==> src/rtl/rcn_testregs_multi.sv <==
`timescale 1ns/1ps
// rcn_testregs_multi: RCN ring stop with NUM_CH progress/pass/fail register
// sets, a free-running cycle counter and an optional progress watchdog.
// Ports: clk, rst (sync, active-high), rcn_in/rcn_out (69-bit ring slot,
// 1-cycle registered), test_progress/test_pass/test_fail (32*NUM_CH),
// wdog_expired (sticky).
// Optional feature macro: RCN_TESTREGS_MULTI_WDOG_EN (watchdog present).
module rcn_testregs_multi #(
  parameter logic [23:0] ADDR_BASE  = 24'hFFFFC0,
  parameter int          NUM_CH     = 2,
  parameter logic [31:0] WDOG_RESET = 32'd1000000
) (
  input  logic                  clk,
  input  logic                  rst,
  input  logic [68:0]           rcn_in,
  output logic [68:0]           rcn_out,
  output logic [32*NUM_CH-1:0]  test_progress,
  output logic [32*NUM_CH-1:0]  test_pass,
  output logic [32*NUM_CH-1:0]  test_fail,
  output logic                  wdog_expired
);

  logic        hit;
  logic        wr_hit;
  logic [3:0]  mask;
  logic [1:0]  grp;
  logic [1:0]  ch;
  logic [31:0] wdata;
  logic [31:0] rdata;
  logic [31:0] reload_rd;
  logic [31:0] ctrl_rd;

  logic [68:0] out_q, out_d;
  logic [31:0] cyc_q;
  logic [31:0] prog_q [NUM_CH];
  logic [31:0] prog_d [NUM_CH];
  logic [31:0] pass_q [NUM_CH];
  logic [31:0] pass_d [NUM_CH];
  logic [31:0] fail_q [NUM_CH];
  logic [31:0] fail_d [NUM_CH];

  assign hit    = rcn_in[68] & rcn_in[67] &
                  (rcn_in[55:38] == ADDR_BASE[23:6]);
  assign wr_hit = hit & rcn_in[66];
  assign mask   = rcn_in[59:56];
  assign grp    = rcn_in[37:36];
  assign ch     = rcn_in[35:34];
  assign wdata  = rcn_in[31:0];

  function automatic logic [31:0] merge(
    input logic [31:0] old,
    input logic [31:0] nw,
    input logic [3:0]  m
  );
    logic [31:0] res;
    res = old;
    for (int b = 0; b < 4; b++) begin
      if (m[b]) res[8*b +: 8] = nw[8*b +: 8];
    end
    return res;
  endfunction

  // Read mux; absent channels fall through to 0.
  always_comb begin
    rdata = '0;
    unique case (grp)
      2'd0: begin
        for (int n = 0; n < NUM_CH; n++)
          if (ch == 2'(n)) rdata = prog_q[n];
      end
      2'd1: begin
        for (int n = 0; n < NUM_CH; n++)
          if (ch == 2'(n)) rdata = pass_q[n];
      end
      2'd2: begin
        for (int n = 0; n < NUM_CH; n++)
          if (ch == 2'(n)) rdata = fail_q[n];
      end
      2'd3: begin
        unique case (ch)
          2'd0: rdata = cyc_q;
          2'd1: rdata = reload_rd;
          2'd2: rdata = ctrl_rd;
          2'd3: rdata = {16'h5452, 8'd0, 8'(NUM_CH)};
        endcase
      end
    endcase
  end

  always_comb begin
    for (int n = 0; n < NUM_CH; n++) begin
      prog_d[n] = prog_q[n];
      pass_d[n] = pass_q[n];
      fail_d[n] = fail_q[n];
      if (wr_hit && ch == 2'(n)) begin
        if (grp == 2'd0) prog_d[n] = merge(prog_q[n], wdata, mask);
        if (grp == 2'd1) pass_d[n] = merge(pass_q[n], wdata, mask);
        if (grp == 2'd2) fail_d[n] = merge(fail_q[n], wdata, mask);
      end
    end
  end

  // Response reuses the request slot; writes echo their data.
  always_comb begin
    out_d = rcn_in;
    if (hit)
      out_d = {2'b10, rcn_in[66:32], rcn_in[66] ? wdata : rdata};
  end

  always_ff @(posedge clk) begin
    if (rst) begin
      out_q <= '0;
      cyc_q <= '0;
      for (int n = 0; n < NUM_CH; n++) begin
        prog_q[n] <= '0;
        pass_q[n] <= '0;
        fail_q[n] <= '0;
      end
    end else begin
      out_q <= out_d;
      cyc_q <= cyc_q + 32'd1;
      for (int n = 0; n < NUM_CH; n++) begin
        prog_q[n] <= prog_d[n];
        pass_q[n] <= pass_d[n];
        fail_q[n] <= fail_d[n];
      end
    end
  end

  assign rcn_out = out_q;

  for (genvar n = 0; n < NUM_CH; n++) begin : g_out
    assign test_progress[32*n +: 32] = prog_q[n];
    assign test_pass[32*n +: 32]     = pass_q[n];
    assign test_fail[32*n +: 32]     = fail_q[n];
  end

`ifdef RCN_TESTREGS_MULTI_WDOG_EN
  logic [31:0] rld_q, rld_d;
  logic [31:0] wd_q, wd_d;
  logic        en_q, en_d;
  logic        exp_q, exp_d;
  logic        arm_q, arm_d;
  logic        wr_rld, wr_ctl, clr, load, expire, prog_evt;

  assign wr_rld = wr_hit & (grp == 2'd3) & (ch == 2'd1);
  assign wr_ctl = wr_hit & (grp == 2'd3) & (ch == 2'd2);

  always_comb begin
    prog_evt = 1'b0;
    for (int n = 0; n < NUM_CH; n++)
      if (wr_hit && grp == 2'd0 && ch == 2'(n) && mask != 4'd0)
        prog_evt = 1'b1;
  end

  // arm_q flags a fresh load of 0 so that a zero reload still expires
  // without a 1->0 transition.
  always_comb begin
    rld_d  = wr_rld ? merge(rld_q, wdata, mask) : rld_q;
    en_d   = (wr_ctl & mask[0]) ? wdata[1] : en_q;
    clr    = wr_ctl & mask[0] & wdata[0];
    load   = wr_rld | prog_evt | (~en_q & en_d);
    wd_d   = wd_q;
    arm_d  = 1'b0;
    if (load) begin
      wd_d  = rld_d;
      arm_d = (rld_d == 32'd0);
    end else if (en_q && wd_q != 32'd0) begin
      wd_d  = wd_q - 32'd1;
    end
    expire = ~load & en_q &
             ((wd_q == 32'd1) | ((wd_q == 32'd0) & arm_q));
    exp_d  = exp_q;
    if (expire)   exp_d = 1'b1;
    else if (clr) exp_d = 1'b0;
  end

  always_ff @(posedge clk) begin
    if (rst) begin
      rld_q <= WDOG_RESET;
      wd_q  <= WDOG_RESET;
      en_q  <= 1'b0;
      exp_q <= 1'b0;
      arm_q <= 1'b0;
    end else begin
      rld_q <= rld_d;
      wd_q  <= wd_d;
      en_q  <= en_d;
      exp_q <= exp_d;
      arm_q <= arm_d;
    end
  end

  assign reload_rd    = rld_q;
  assign ctrl_rd      = {30'd0, en_q, exp_q};
  assign wdog_expired = exp_q;
`else
  assign reload_rd    = '0;
  assign ctrl_rd      = '0;
  assign wdog_expired = 1'b0;
`endif

endmodule

==> config.mk <==
export PLATFORM = sky130hd
export DESIGN_NAME = rcn_testregs_multi
export DESIGN_NICKNAME = d
export VERILOG_FILES = /design/src/rtl/rcn_testregs_multi.sv
export SDC_FILE = /design/constraint.sdc
export NUM_CORES = 1
export LEC_CHECK = 0
export CAP_MARGIN = 20
export CORE_MARGIN = 4
export CORE_UTILIZATION = 50
export CTS_CLUSTER_SIZE = 25
export DETAILED_ROUTE_END_ITERATION = 10
export HOLD_SLACK_MARGIN = 0.1
export PLACE_DENSITY = 0.83
export SYNTH_ARGS = -nofsm -noshare
export SYNTH_HDL_FRONTEND = slang
export SYNTH_SLANG_ARGS = --single-unit
==> constraint.sdc <==
create_clock -name clk -period 6.5 [get_ports clk]
set_input_delay 1.3 -clock clk [delete_from_list [all_inputs] [get_ports clk]]
set_output_delay 1.3 -clock clk [all_outputs]
set_load 0.05 [all_outputs]
Figure 1. Pin placement (run 1).
Scale: 1.5 px per um. Pins as bars across the die edge, other pins in grey.
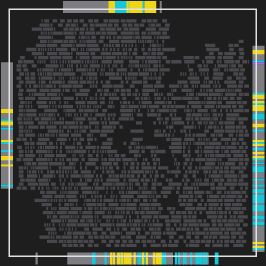
[cyan] rcn_out | pins: 69 | direction: output | edge: 30 east, 23 south, 11 north, 5 west
[purple] wdog_expired | pins: 1 | direction: output | edge: east
[yellow] test_fail | pins: 64 | direction: output | edge: 22 north, 18 south, 16 east, 8 west
all pins by edge: 102 south, 101 east, 68 north, 62 west
Die Y: 163.7 um
Die X: 163.7 um
IO buf count: 331

Figure 2. Placed cells, one colour a class (run 1).
Scale: 2 px per um. Fill, decap, tap and diode cells in grey.
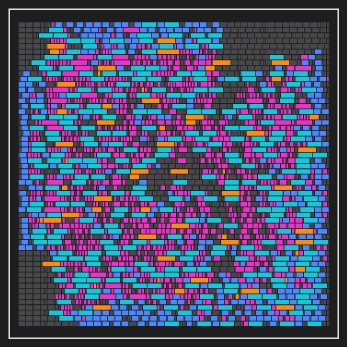
[magenta] combinational and other logic | cells: 1,042
[cyan] sequential cells | cells: 293
[orange] clock drivers and dummy loads | cells: 57
[blue] remaining buffers and delay cells | cells: 341
flop share of the area: 35.49%
final instance area: 0.01653 mm^2
Final Core Density: 69.79%
Core ar.: 0.02368 mm^2

Figure 3. Routed clock nets over the placement (run 1).
Scale: 3 px per um.
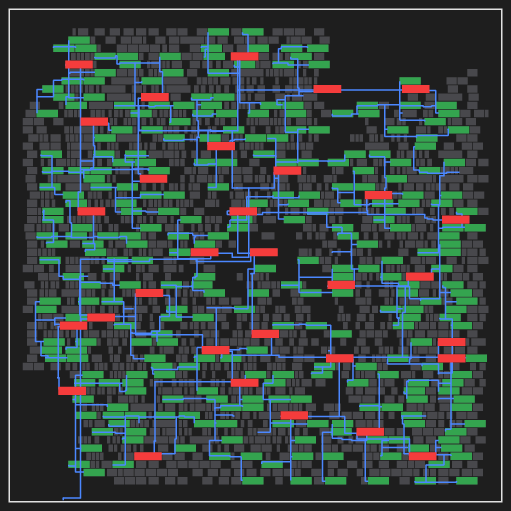
[blue] clock wires | length: 3,410 um
[red] clock drivers | count: 31
[green] flip-flops | count: 293
flops lie: spread over the die
routed clock nets: 32
clock power share: 45.1%
Clock group: 1770 uW
clock skew: 0.007539 ns
Clock Latency Late Sink: 0.56 ns

==> ci_impl_report.md, run 1 <==
## Implementation flow summary

| Metric | Value |
|---|---|
| Status | `complete, no violations` |
| Post-Layout Cell Count | `2,053` |
| Vias in the first global route | `11,760` |
| Antenna violations before repair | `1` |
| Critical path peak fanout | `27` |
| CTS resizes | `0` |
| TritonCTS buffer count | `31` |
| Peak supply drop | `0.1795 mV` |
| Post-synth seq share | `48.39%` |
| GRT Util Overall | `30.36%` |
| Initial core utilization | `51.18%` |
| Min-Delay Endpoint | `pass_q[0][30]$_SDFFE_PP0P_` |
| Critical register-to-register path startpoint | `cyc_q[3]$_SDFF_PP0_` |
| RSZ-0062 raised after global routing | `false` |
| Routed via count | `11,890` |
| Cells after DPL | `1,994` |
| Fa+ha+maj area frac | `0.1032%` |
| Final WL | `42,490 um` |
| Total clock sinks | `293` |
| Hold Fails Final Rpt | `0` |
| Area share, top type | `48.39%` |
| Slew of the pin with the lowest slew margin | `1.097 ns` |
| Post-synthesis cell type with the largest instance count | `nand2_1` |
| Worst-path clk slew | `0.06 ns` |
| Maxcap violations | `0` |
| CP endpoint | `pass_q[0][0]$_SDFFE_PP0P_` |
| Yosys top cell by area | `dfxtp_1` |
| Post-synth top cells | `nand2_1 (380), dfxtp_1 (293), a21oi_1 (179), clkbuf_1 (69)` |
| Layout cells sized above 1 | `5.713%` |
| Clock root cell | `clkbuf_16` |
| FMAX | `258.5 MHz` |
| Iter 0 DRT Violations | `1,170` |
| Final setup viols | `0` |
| Synth cell types | `42` |
| Yosys warns | `0` |
| Commonest flop | `dfxtp_1` |
| Setup_tns | `0 ns` |
| Post-synth EDFFs | `0` |
| Mux area share | `9.744%` |
| Setup WS pre-CTS | `2.210 ns` |
| Slew HR | `26.44%` |
| Final estimated routing congestion in global placement | `0.9117` |
| CTS Buffer Depth | `3` |
| Crit path DAT | `4.26 ns` |
| Critical Path Start | `rcn_in[35]` |
| Die area | `0.02680 mm^2` |
| Rows | `56` |
| AO/OA Area Share | `13.12%` |
| P_leak | `0.005722 uW` |
| RR Endpoint | `cyc_q[31]$_SDFF_PP0_` |
| Hold Crit Start | `pass_q[0][30]$_SDFFE_PP0P_` |
| Synth Cell Area | `0.01212 mm^2` |
| H-tree depth | `1` |
| Worst R2R Path Depth | `5` |
| P per Cell Area | `238.0 mW/mm^2` |
| Minimum hold slack | `0.4635 ns` |
| Overall Power | `3933 uW` |
| Drt drc | `0` |
| Yosys chip area | `0.01212 mm^2` |
| #FFs+latches synth | `293` |
| Ys cells | `1,438` |
| P&R area growth vs syn | `36.35%` |
| Number of nets with antenna violations after routing | `0` |
| WL per Instance | `20.70 um` |
| Fin nets | `1,781` |
| CP startpoint kind | `input port` |
| Post-CTS setup buffer count | `0` |
| Total gr overflow | `0` |
| Final max-slew violation count | `0` |
| Pin count of the biggest net entering global routing | `104` |
| Hold-fix buffers, CTS | `0` |
| Xor/xnor share | `2.023%` |
| First-pass detailed-route iteration total | `6` |
| Log Warnings | `28` |
| First-pass GRT wire length | `65,230 um` |
| # IOs | `333` |
| Synthesized area per cell | `8.430 um^2` |
| Final worst path period share | `59.52%` |
| CP required | `6.89 ns` |
| Simple-gate share of the synthesized area | `22.84%` |
| R2r setup slk | `4.20 ns` |
| CTS tree | `done` |
| Hpwl dp | `29,530 um` |
| CP Capture Type | `flip-flop` |
| Hold path cells | `2` |
| DP Area | `0.01548 mm^2` |
| Synthesized Nets | `1,510` |
| Hold Crit Class | `flip-flop to flip-flop` |
| Vias per inst | `5.790` |
| Top cells by area, synth | `dfxtp_1 (48%), nand2_1 (12%), a21oi_1 (7.4%)` |
| Cells after Synth | `1,438` |
| FFs w/ async S/R, synth | `0%` |
| Top logic family | `simple AND/OR/NAND/NOR gates` |
| Critical path type | `input port to flip-flop` |
| Setup WS post-layout | `2.631 ns` |
| Crit path time final | `3.869 ns` |
-- run 1: power by group --
group	leakage, uW	total (uW)	internal, uW	switching, uW
logic	0.00283	330	111	218
clock network	0.000512	1770	1050	722
registers	0.00238	1830	1820	9.33
-- run 1: cell type report --
type / instances / area, um^2
repair buffers: 341 / 3386
multi-input cells: 1037 / 5819
fillers: 1847 / 7154
flip-flops and latches: 293 / 5866
inverters: 5 / 18.77
diodes: 1 / 2.502
clock inverters: 7 / 70.07
well taps: 319 / 399.1
clock buffers: 50 / 967.2
-- run 1: sequential cells by signal, indices dropped and copies added, names as in the netlist --
register and cells:
cyc_q 32, prog_q 64, rcn_out 69, fail_q 64, pass_q 64
-- run 1: routing by layer --
layer  GRT usage, %  wire length, um  vias up
met5              0                0        -
met4          12.01             1815        0
met3          7.252             4513      130
met2          50.81            20260      671
met1          37.97            15910     5620
li1               -                -     5466
-- run 1: cells in the final DEF (no fill, tap or decap), types with 27 or more instances in the layout --
| cell type | n |
|---|---|
| clkdlybuf4s50_1 | 327 |
| clkbuf_16 | 31 |
| nor2b_1 | 45 |
| and3_1 | 27 |
| o21ai_0 | 45 |
| mux2i_1 | 64 |
| nor2_1 | 57 |
| dfxtp_1 | 293 |
| nand3_1 | 64 |
| a21oi_1 | 179 |
| nand2_1 | 380 |
-- run 1: kinds of logic (layout without fill, tap and decap cells) --
logic type,Yosys count,after routing
other,1,2
multiplexers,88,88
XOR/XNOR,28,28
AND-OR/OR-AND,293,293
flip-flops,293,293
adder cells (fa/ha/maj),1,1
AND/OR/NAND/NOR,626,626
buffers and inverters,108,403
-- run 1: worst max-delay path: stages --
cell and delay, ns:
clkdlybuf4s50_1 0.87, or2_2 0.64, nor3_1 0.66, nand3_1 0.49, nand2_1 0.20, a21oi_1 0.08
==> inputs of run 2 (changes only) <==
--- a/config.mk
+++ b/config.mk
@@ -7,11 +7,11 @@
 export LEC_CHECK = 0
 export CAP_MARGIN = 20
 export CORE_MARGIN = 4
-export CORE_UTILIZATION = 50
+export CORE_UTILIZATION = 48
 export CTS_CLUSTER_SIZE = 25
 export DETAILED_ROUTE_END_ITERATION = 10
 export HOLD_SLACK_MARGIN = 0.1
-export PLACE_DENSITY = 0.83
+export PLACE_DENSITY = 0.8
 export SYNTH_ARGS = -nofsm -noshare
 export SYNTH_HDL_FRONTEND = slang
 export SYNTH_SLANG_ARGS = --single-unit
==> constraint.sdc (replaced) <==
create_clock -name clk -period 3.6 [get_ports clk]
set_input_delay 0.72 -clock clk [delete_from_list [all_inputs] [get_ports clk]]
set_output_delay 0.72 -clock clk [all_outputs]
set_load 0.05 [all_outputs]
Figure 4. Routed clock nets over the placement (run 2).
Scale: 3 px per um.
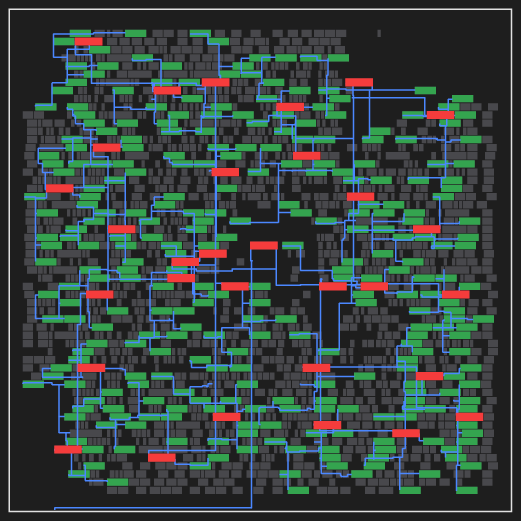
clock power share: 44.5%
clock skew: 0.01939 ns
Clock group: 3140 uW

==> run 2 against run 1 <==
Power is 79% higher. Sequential cell count is the same. Hold slack about the same. Via count is 0.19% higher. Die area increased by 4.0%. Critical endpoint is now prog_q[0][39]$_SDFFE_PP0P_. Largest power group unchanged.
==> ci_impl_report.md, run 2 <==
## Implementation flow summary

| Metric | Value |
|---|---|
| Status | `complete, no violations` |
| Final estimated routing congestion in global placement | `0.9049` |
| Log Warnings | `26` |
| Critical path peak fanout | `24` |
| R2r setup slk | `1.21 ns` |
| Clock Latency Late Sink | `0.56 ns` |
| # IOs | `333` |
| Die X | `166.9 um` |
| Sw Share | `24.27%` |
| Combinational share of power | `8.6%` |
| Final Core Density | `67.57%` |
| Clock root cell | `clkbuf_16` |
| Number of nets with antenna violations after routing | `0` |
| CTS Buffer Depth | `3` |
| Initial core utilization | `49.27%` |
| Iter 0 DRT Violations | `1,348` |
| Hold-fix buffers, CTS | `0` |
| Hold Crit Class | `flip-flop to flip-flop` |
| Core ar. | `0.02460 mm^2` |
| Fin nets | `1,797` |
| Filler cell count in the final layout | `1,989` |
| RR Endpoint | `cyc_q[31]$_SDFF_PP0_` |
| Setup WS pre-CTS | `0.3800 ns` |
| CP required | `4.08 ns` |
| Antenna violations before repair | `0` |
| Ys cells | `1,438` |
| Cells after DPL | `2,016` |
| Vias per inst | `5.748` |
| Diodes inserted | `0` |
| Min-Delay Endpoint | `prog_q[0][36]$_SDFFE_PP0P_` |
| Final worst path period share | `75.46%` |
| CP startpoint kind | `input port` |
| Switching Power | `1711 uW` |
| CTS resizes | `0` |
| Worst R2R Path Depth | `5` |
| Pin count of the biggest net entering global routing | `96` |
| Critical path type | `input port to flip-flop` |
| Hpwl dp | `29,940 um` |
| H-tree depth | `1` |
| Top Consumer | `registers` |
| Die Y | `166.9 um` |
| RSZ-0062 raised after global routing | `false` |
| Synth Cell Area | `0.01212 mm^2` |
| Drt drc | `0` |
| Final WL | `42,690 um` |
| TritonCTS buffer count | `31` |
| Final instance area | `0.01663 mm^2` |
| Setup_tns | `0 ns` |
| Slew HR | `27.95%` |
| FMAX | `368.1 MHz` |
| Cells after Synth | `1,438` |
| Mux area share | `9.744%` |
| Hold Crit Start | `prog_q[0][36]$_SDFFE_PP0P_` |
| Setup WS post-layout | `0.8836 ns` |
| Crit path time final | `2.716 ns` |
| Simple-gate share of the synthesized area | `22.84%` |
| #FFs+latches synth | `293` |
| Slew of the pin with the lowest slew margin | `1.072 ns` |
| Hold Fails Final Rpt | `0` |
| Die area | `0.02786 mm^2` |
| Layout cells sized above 1 | `6.465%` |
| P&R area growth vs syn | `37.16%` |
| Total clock sinks | `293` |
| P per Cell Area | `424.0 mW/mm^2` |
| Top logic family | `simple AND/OR/NAND/NOR gates` |
| Hold path cells | `2` |
| FFs w/ async S/R, synth | `0%` |
| Final setup viols | `0` |
| GRT Util Overall | `28.97%` |
| P_leak | `0.005788 uW` |
| Overall Power | `7050 uW` |
| Post-synth EDFFs | `0` |
| Commonest flop | `dfxtp_1` |
| Post-synth top cells | `nand2_1 (380), dfxtp_1 (293), a21oi_1 (179), clkbuf_1 (69)` |
| Yosys top cell by area | `dfxtp_1` |
| Post-Layout Cell Count | `2,072` |
| Crit path DAT | `3.20 ns` |
| Total gr overflow | `0` |
| CP Capture Type | `flip-flop` |
| Peak supply drop | `0.4022 mV` |
| Minimum hold slack | `0.4639 ns` |
| First-pass detailed-route iteration total | `6` |
-- run 2: cell counts after synthesis --
Identical to the previous run, type by type.
-- run 2: area by class of cell --
cell class	instances	area, um^2	share of cell area [%]
multi-input combinational	1037	5819	35.00
tap	324	405.4	2.438
timing repair buffer	357	3515	21.14
clock inverter	11	113.9	0.6848
sequential	293	5866	35.28
clock buffer	45	888.4	5.343
inverter	5	18.77	0.1129
-- run 2: cells by family (layout without fill, tap and decap cells) --
| group | Yosys count | count (layout) |
|---|---|---|
| AOI/OAI and AO/OA | 293 | 293 |
| xor gates and xnor gates | 28 | 28 |
| adders and majority gates | 1 | 1 |
| buffers and inverters | 108 | 418 |
| DFF | 293 | 293 |
| muxes | 88 | 88 |
| other | 1 | 1 |
| and+or+nand+nor | 626 | 626 |
-- run 2: worst max path at each step --
stage                           from                         end  slack (ns)  depth (start not counted)
after floorplan           rcn_in[54]      rcn_out[15]$_SDFF_PP0_        1.12                          7
after global placement    rcn_in[54]       rcn_out[0]$_SDFF_PP0_        0.44                          6
after detailed placement  rcn_in[41]  prog_q[0][23]$_SDFFE_PP0P_        0.38                          6
after CTS                 rcn_in[55]  fail_q[0][49]$_SDFFE_PP0P_        0.93                          7
after global routing      rcn_in[55]  prog_q[0][39]$_SDFFE_PP0P_        0.72                          7
final                     rcn_in[55]  prog_q[0][39]$_SDFFE_PP0P_        0.88                          7
-- run 2: routing by layer --
layer	part of all wire [%]	vias up	global-route usage (%)
met5	0	-	0
met4	2.7	0	7.186
li1	-	5490	-
met3	9.9	90	6.826
met1	40	5657	37.75
met2	48	673	48.87
-- run 2: critical path: stages --
cell	delay [ns]
clkdlybuf4s50_1	0.48
nand4_1	0.22
nor4_2	0.67
buf_4	0.38
and3_1	0.42
nand2_1	0.12
a21oi_1	0.19
Power and IR drop assume default switching activity.
